--- config.mk ---
export PLATFORM = sky130hd
export DESIGN_NAME = i2c_master_ctrl
export DESIGN_NICKNAME = d
export VERILOG_FILES = /design/src/rtl/i2c_master_ctrl.sv
export SDC_FILE = /design/constraint.sdc
export NUM_CORES = 1
export LEC_CHECK = 0
export ABC_CLOCK_PERIOD_IN_PS = 4100
export CORE_MARGIN = 2
export CORE_UTILIZATION = 40
export CTS_BUF_LIST = sky130_fd_sc_hd__clkbuf_2
export CTS_CLUSTER_DIAMETER = 30
export DETAILED_ROUTE_END_ITERATION = 6
export DONT_BUFFER_PORTS = 1
export HOLD_SLACK_MARGIN = 0.02
export PLACE_DENSITY = 0.61
export SLEW_MARGIN = 20
export SYNTH_ARGS = -nofsm -noshare
export SYNTH_HDL_FRONTEND = slang
export SYNTH_SLANG_ARGS = --single-unit
--- constraint.sdc ---
create_clock -name clk -period 4.1 [get_ports clk]
set_clock_uncertainty 0.05 [all_clocks]
set_input_delay 0.82 -clock clk [delete_from_list [all_inputs] [get_ports clk]]
set_output_delay 0.82 -clock clk [all_outputs]
set_load 0.05 [all_outputs]
--- src/rtl/i2c_master_ctrl.sv ---
//======================================================================
// Module   : i2c_master_ctrl
// Brief    : Single-master I2C initiator (1/2-byte write/read) driving open-drain SCL/SDA enables.
// Revision : 1.0 - initial release
//======================================================================
`default_nettype none

module i2c_master_ctrl #(
  parameter int CLK_DIV = 250
) (
  input  logic        clk,
  input  logic        reset_n,
  input  logic [6:0]  addr,
  input  logic [15:0] data_in,
  input  logic        two_bytes,
  input  logic        r_w,
  input  logic        load,
  output logic        busy,
  output logic        data_ready,
  output logic [15:0] rd_data,
  output logic        ack_err,
  output logic        scl_oe,
  output logic        sda_oe,
  input  logic        sda_i
);

  typedef enum logic [3:0] {
    S_IDLE     = 4'd0,
    S_START    = 4'd1,
    S_ADDR     = 4'd2,
    S_ADDR_ACK = 4'd3,
    S_WDATA    = 4'd4,
    S_WACK     = 4'd5,
    S_RDATA    = 4'd6,
    S_RACK     = 4'd7,
    S_STOP     = 4'd8
  } state_t;

  localparam logic [9:0] QMAX = 10'(CLK_DIV - 1);

  state_t      state_q, state_d;
  logic [9:0]  qcnt_q, qcnt_d;
  logic [1:0]  quarter_q, quarter_d;
  logic [2:0]  bit_q, bit_d;
  logic        byte_q, byte_d;
  logic        ack_err_q, ack_err_d;
  logic [7:0]  addr_rw_q;
  logic [15:0] wdata_q;
  logic        two_q;
  logic        rw_q;
  logic [15:0] rx_q;
  logic        samp_q;
  logic        busy_q;
  logic        ready_q;
  logic [15:0] rd_data_q;
  logic        scl_oe_q, scl_oe_d;
  logic        sda_oe_q, sda_oe_d;
  logic        tick, sample, sym_end, start, rd_done, sym_scl;

  always_comb begin
    tick      = (qcnt_q == QMAX);
    sample    = tick && (quarter_q == 2'd2);
    sym_end   = tick && (quarter_q == 2'd3);
    start     = (state_q == S_IDLE) && load;
    rd_done   = 1'b0;
    state_d   = state_q;
    qcnt_d    = tick ? 10'd0 : qcnt_q + 10'd1;
    quarter_d = tick ? quarter_q + 2'd1 : quarter_q;
    bit_d     = bit_q;
    byte_d    = byte_q;
    ack_err_d = ack_err_q;
    if (state_q == S_IDLE) begin
      qcnt_d    = 10'd0;
      quarter_d = 2'd0;
      bit_d     = 3'd0;
      byte_d    = 1'b0;
      if (load) begin
        state_d   = S_START;
        ack_err_d = 1'b0;
      end
    end else if (sym_end) begin
      unique case (state_q)
        S_START: state_d = S_ADDR;
        S_ADDR: begin
          bit_d = bit_q + 3'd1;
          if (bit_q == 3'd7) state_d = S_ADDR_ACK;
        end
        S_ADDR_ACK: begin
          if (samp_q) begin
            ack_err_d = 1'b1;
            state_d   = S_STOP;
          end else begin
            state_d = rw_q ? S_RDATA : S_WDATA;
          end
        end
        S_WDATA: begin
          bit_d = bit_q + 3'd1;
          if (bit_q == 3'd7) state_d = S_WACK;
        end
        S_WACK: begin
          if (samp_q) begin
            ack_err_d = 1'b1;
            state_d   = S_STOP;
          end else if (two_q && !byte_q) begin
            byte_d  = 1'b1;
            state_d = S_WDATA;
          end else begin
            state_d = S_STOP;
          end
        end
        S_RDATA: begin
          bit_d = bit_q + 3'd1;
          if (bit_q == 3'd7) state_d = S_RACK;
        end
        S_RACK: begin
          if (two_q && !byte_q) begin
            byte_d  = 1'b1;
            state_d = S_RDATA;
          end else begin
            state_d = S_STOP;
          end
        end
        S_STOP: begin
          state_d = S_IDLE;
          rd_done = rw_q && !ack_err_q;
        end
        default: state_d = S_IDLE;
      endcase
    end
  end

  // Pin enables are derived from the next state so the registered outputs line up with it.
  always_comb begin
    sym_scl  = (quarter_d == 2'd0) || (quarter_d == 2'd3);
    scl_oe_d = 1'b0;
    sda_oe_d = 1'b0;
    unique case (state_d)
      S_START: begin
        scl_oe_d = quarter_d[1];
        sda_oe_d = (quarter_d != 2'd0);
      end
      S_STOP: begin
        scl_oe_d = (quarter_d == 2'd0);
        sda_oe_d = !quarter_d[1];
      end
      S_ADDR: begin
        scl_oe_d = sym_scl;
        sda_oe_d = !addr_rw_q[~bit_d];
      end
      S_WDATA: begin
        scl_oe_d = sym_scl;
        sda_oe_d = !wdata_q[{~byte_d, ~bit_d}];
      end
      S_RACK: begin
        scl_oe_d = sym_scl;
        sda_oe_d = two_q && !byte_d;
      end
      S_ADDR_ACK, S_WACK, S_RDATA: scl_oe_d = sym_scl;
      default: begin
        scl_oe_d = 1'b0;
        sda_oe_d = 1'b0;
      end
    endcase
  end

  always_ff @(posedge clk) begin
    if (!reset_n) begin
      state_q   <= S_IDLE;
      qcnt_q    <= 10'd0;
      quarter_q <= 2'd0;
      bit_q     <= 3'd0;
      byte_q    <= 1'b0;
      ack_err_q <= 1'b0;
      addr_rw_q <= 8'd0;
      wdata_q   <= 16'd0;
      two_q     <= 1'b0;
      rw_q      <= 1'b0;
      rx_q      <= 16'd0;
      samp_q    <= 1'b0;
      busy_q    <= 1'b0;
      ready_q   <= 1'b0;
      rd_data_q <= 16'd0;
      scl_oe_q  <= 1'b0;
      sda_oe_q  <= 1'b0;
    end else begin
      state_q   <= state_d;
      qcnt_q    <= qcnt_d;
      quarter_q <= quarter_d;
      bit_q     <= bit_d;
      byte_q    <= byte_d;
      ack_err_q <= ack_err_d;
      busy_q    <= (state_d != S_IDLE);
      ready_q   <= rd_done;
      scl_oe_q  <= scl_oe_d;
      sda_oe_q  <= sda_oe_d;
      if (rd_done) rd_data_q <= rx_q;
      if (sample) samp_q <= sda_i;
      if (start) begin
        addr_rw_q <= {addr, r_w};
        wdata_q   <= data_in;
        two_q     <= two_bytes;
        rw_q      <= r_w;
        rx_q      <= 16'd0;
      end else if (sample && (state_q == S_RDATA)) begin
        rx_q <= {rx_q[14:0], sda_i};
      end
    end
  end

  assign busy       = busy_q;
  assign data_ready = ready_q;
  assign rd_data    = rd_data_q;
  assign ack_err    = ack_err_q;
  assign scl_oe     = scl_oe_q;
  assign sda_oe     = sda_oe_q;

endmodule

`default_nettype wire

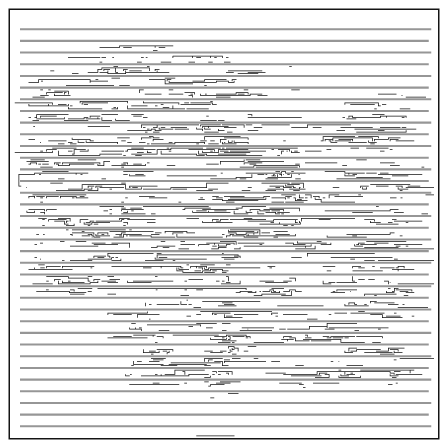
Figure 1: metal 1.
Supply wires on this layer in gray.
wire length on this layer = 3260 um
nets with wire on the layer = 417
main direction = horizontal
share of all routed wire = 46%

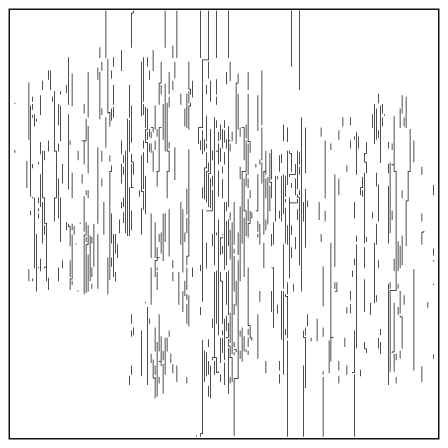
Figure 2: the metal 2 layer.
nets with wire on the layer = 346
wire length on this layer = 3300 um

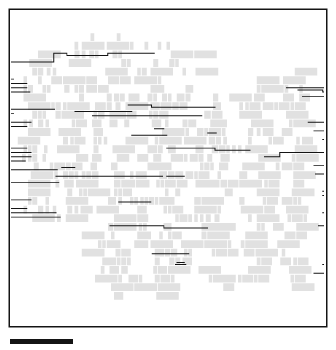
Figure 3: M3 wires.
Bar = 20 um.
longest straight run = 34.5 um
main direction = horizontal

==> Changelog: implementation <==
### Changed

* CP Capture Type: register
* First-pass GRT wire length at roughly 12000 um
* Cell Pwr Density at 345 nW/um^2
* Die Y at approximately 100 um
* HP Class: primary input to register
* # Cells Yosys at just over 400
* Setup bufs post-CTS at 0
* Period utilization at 0.842
* Fill cells at 905
* Crit start category: register
* Initial antenna violation count at 0
* Die area at just under 10000 um^2
* Root Driver: clkbuf_2
* Post-synth top flop: dfxtp_1
* Syn Inst Count at around 410
* Synth Seq Share at 0.454
* Fmax achieved at around 290 MHz
* Distinct lib cells used at 51
* Routed via count at roughly 2700
* Final #Nets at about 450
* EDFF count, synth at 0
* Final setup violating endpoints at 0
* Final min period at 3450 ps
* GPL Wtd Cong at approximately 0.86
* Die width at 99.7 um
* Initial DRC Count at between 100 and 150
* Syn_area_per_cell at between 8 and 9 um^2
* CTS Buffer Depth at 2
* Vias in the first global route at approximately 2600
* Synth top area share at 0.454
* Layout cell share with drive strength beyond 1 at 0.0747
* Max Cap Viol at 0
* Largest net degree at the start of global routing at 34
* Detailed Routing Iterations Pass 1 at 4
* # hold bufs at CTS at 0
* CORE AREA at 8810 um^2
* Status: finished, final reports clean
* WL final at between 7000 and 8000 um
* Post-cts resize count at 0
* Hpwl dp at roughly 5100 um
* CP Class: register to register
* Synthesized Nets at between 400 and 500
* Total gr overflow at 0
* Diodes inserted at 0
* Wire per inst at 13.5 um
* I/O Pins at roughly 50
* Slew @ Worst Pin at 800 ps
* Total GRT Usage at 0.154
* Worst path required time at 4500 ps
* Worst-path clk slew at around 220 ps
* Final core utilization at 0.440
* RSZ-0062 raised after global routing: false
* CTS tree: yes
* Row count at 34
* Post-Route Setup TNS at 0 ps
* Post-DR vias/cell at a little over 5
* Synth top area cells: dfxtp_1, mux2i_1, nand2_1, nor2_1, a21oi_1
* Most instantiated cells after synthesis: dfxtp_1, nand2_1, nor2_1
* # DRC at 0
* Tool warnings at 28
* Chip Area, Yosys at roughly 3700 um^2
* Flops & latches, synth at 83
* Cell accounting for the most synthesized area: dfxtp_1
* Peak supply drop at around 0.00014 V
* Slew Viols, Final at 0
* Crit path arrival time at between 3000 and 4000 ps
* H-tree levels at 3
* Max FO, Critical Path at 14
* Synthesis-to-finish area growth at 5.84%
* Rel. slew slack at 0.452
* Worst skew pair latency at about 540 ps
* Yosys warns at 0
* Ys async rst share at 0
* Final hold violations at 0
* Synthesized area at roughly 3700 um^2
* Starting Density at 0.416
* ANT nets after route at 0
* Count leader, synth: dfxtp_1
* IO Port Bufs at 0
* Leak Pwr at approximately 1.4 nW
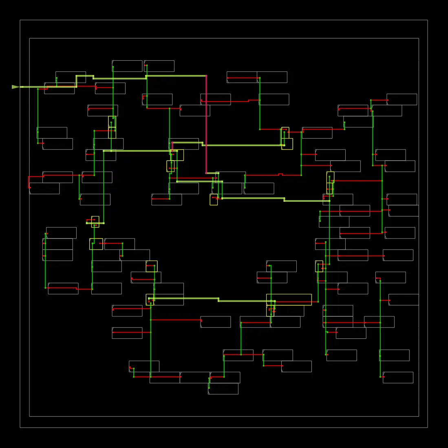
Figure 4: clock routing.
Seq cells: 83
total CTS buffers: 9
clk sinks: 83
Clock net power: 0.000419 W
clock buffers: 10

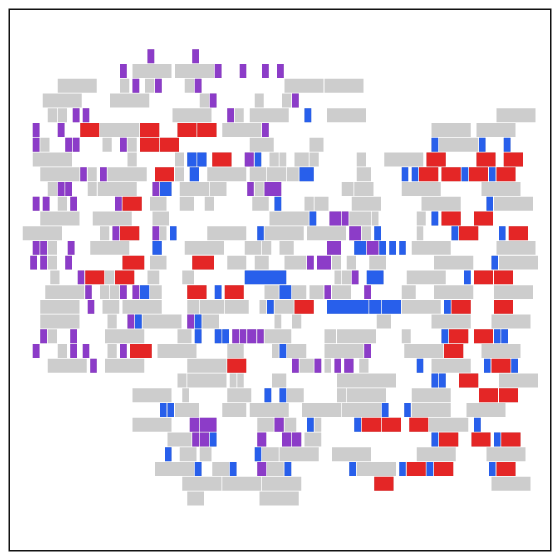
Figure 5: gate families picked out.
NAND gates -> purple  # cells 84
NOR gates -> blue  # cells 75
multiplexers -> red  # cells 51

## per-layer routing
metal / GRT usage / share of wire / vias to the layer above
met2: 0.248 / 0.47 / 62
li1: - / - / 1400
met5: 0 / 0 / -
met4: 0.0443 / 0.0035 / 0
met1: 0.192 / 0.46 / 1248
met3: 0.0583 / 0.067 / 4
## sequential cells by signal, summed over array words and instances, names as in the netlist, 2 cells and up
name / cells
addr_rw_q: 8
bit_q: 3
qcnt_q: 10
quarter_q: 2
rd_data: 16
rx_q: 16
state_q: 4
wdata_q: 16
## path summary, 6_finish.rpt
kind	startpoint	end	slack (ps)	depth (start not counted)
setup / recovery	state_q[0]	sda_oe	650	8
hold / removal	data_in[12]	wdata_q[12]	320	2
setup reg to reg	state_q[0]	sda_oe	650	8
hold reg to reg	wdata_q[4]	wdata_q[4]	420	2
## layout by cell type, fill, tap and decap left out, drive strengths merged, types with 5 or more instances in the layout
master / synthesis / routed
a21oi: 33 / 33
and3: 5 / 5
buf: 9 / 7
clkbuf: 11 / 10
dfxtp: 83 / 83
ha: 7 / 7
inv: 11 / 11
mux2i: 48 / 48
nand2: 67 / 67
nand3: 10 / 10
nor2: 61 / 61
nor3: 6 / 6
nor4: 5 / 5
xnor2: 7 / 7
xor2: 6 / 6
## report_power, final
| group | switching, W | internal, W |
|---|---|---|
| clock | 0.000276 | 0.000143 |
| combinational | 0.0000494 | 0.0000259 |
| sequential | 0.0000168 | 0.000826 |
## critical path: stages, from the launching register on
cell and delay [ps]:
dfxtp_1 510, or4b_4 610, nor4_4 300, mux2i_1 730
mux2_2 420, nor3_1 180, o41ai_1 130, a211o_1 280
a311oi_2 180
## cell families after synthesis
group / Yosys count / share of synthesized area
adders and majority gates: 7 / 0.0239
and+or+nand+nor: 172 / 0.217
muxes: 51 / 0.140
buffers and inverters: 32 / 0.0369
DFF: 83 / 0.454
AOI/OAI and AO/OA: 54 / 0.0964
xor gates and xnor gates: 13 / 0.0311
## cell type report
type,instances,area [um^2],share of cell area
clock buffers,10,50.0,0.0129
clock inverters,6,66.3,0.0171
inverters,12,45.0,0.0116
multi-input cells,297,1860,0.481
flip-flops and latches,83,1660,0.429
well taps,108,135,0.0349
repair buffers,7,52.6,0.0136
## metrics by stage
step	std cells	cell area [um^2]	setup slack [ps]	hold WS [ps]	total power (W)
6_report	523	3870	648	325	0.00134
5_1_grt	523	3870	425	246	0.00141
3_3_place_gp	507	3760	802	398	0.000935
2_1_floorplan	412	3660	1170	382	0.000915
4_1_cts	523	3870	668	262	0.00136
3_5_place_dp	507	3760	701	397	0.000936
No activity file was given, so power comes from the tool's default toggle rates.
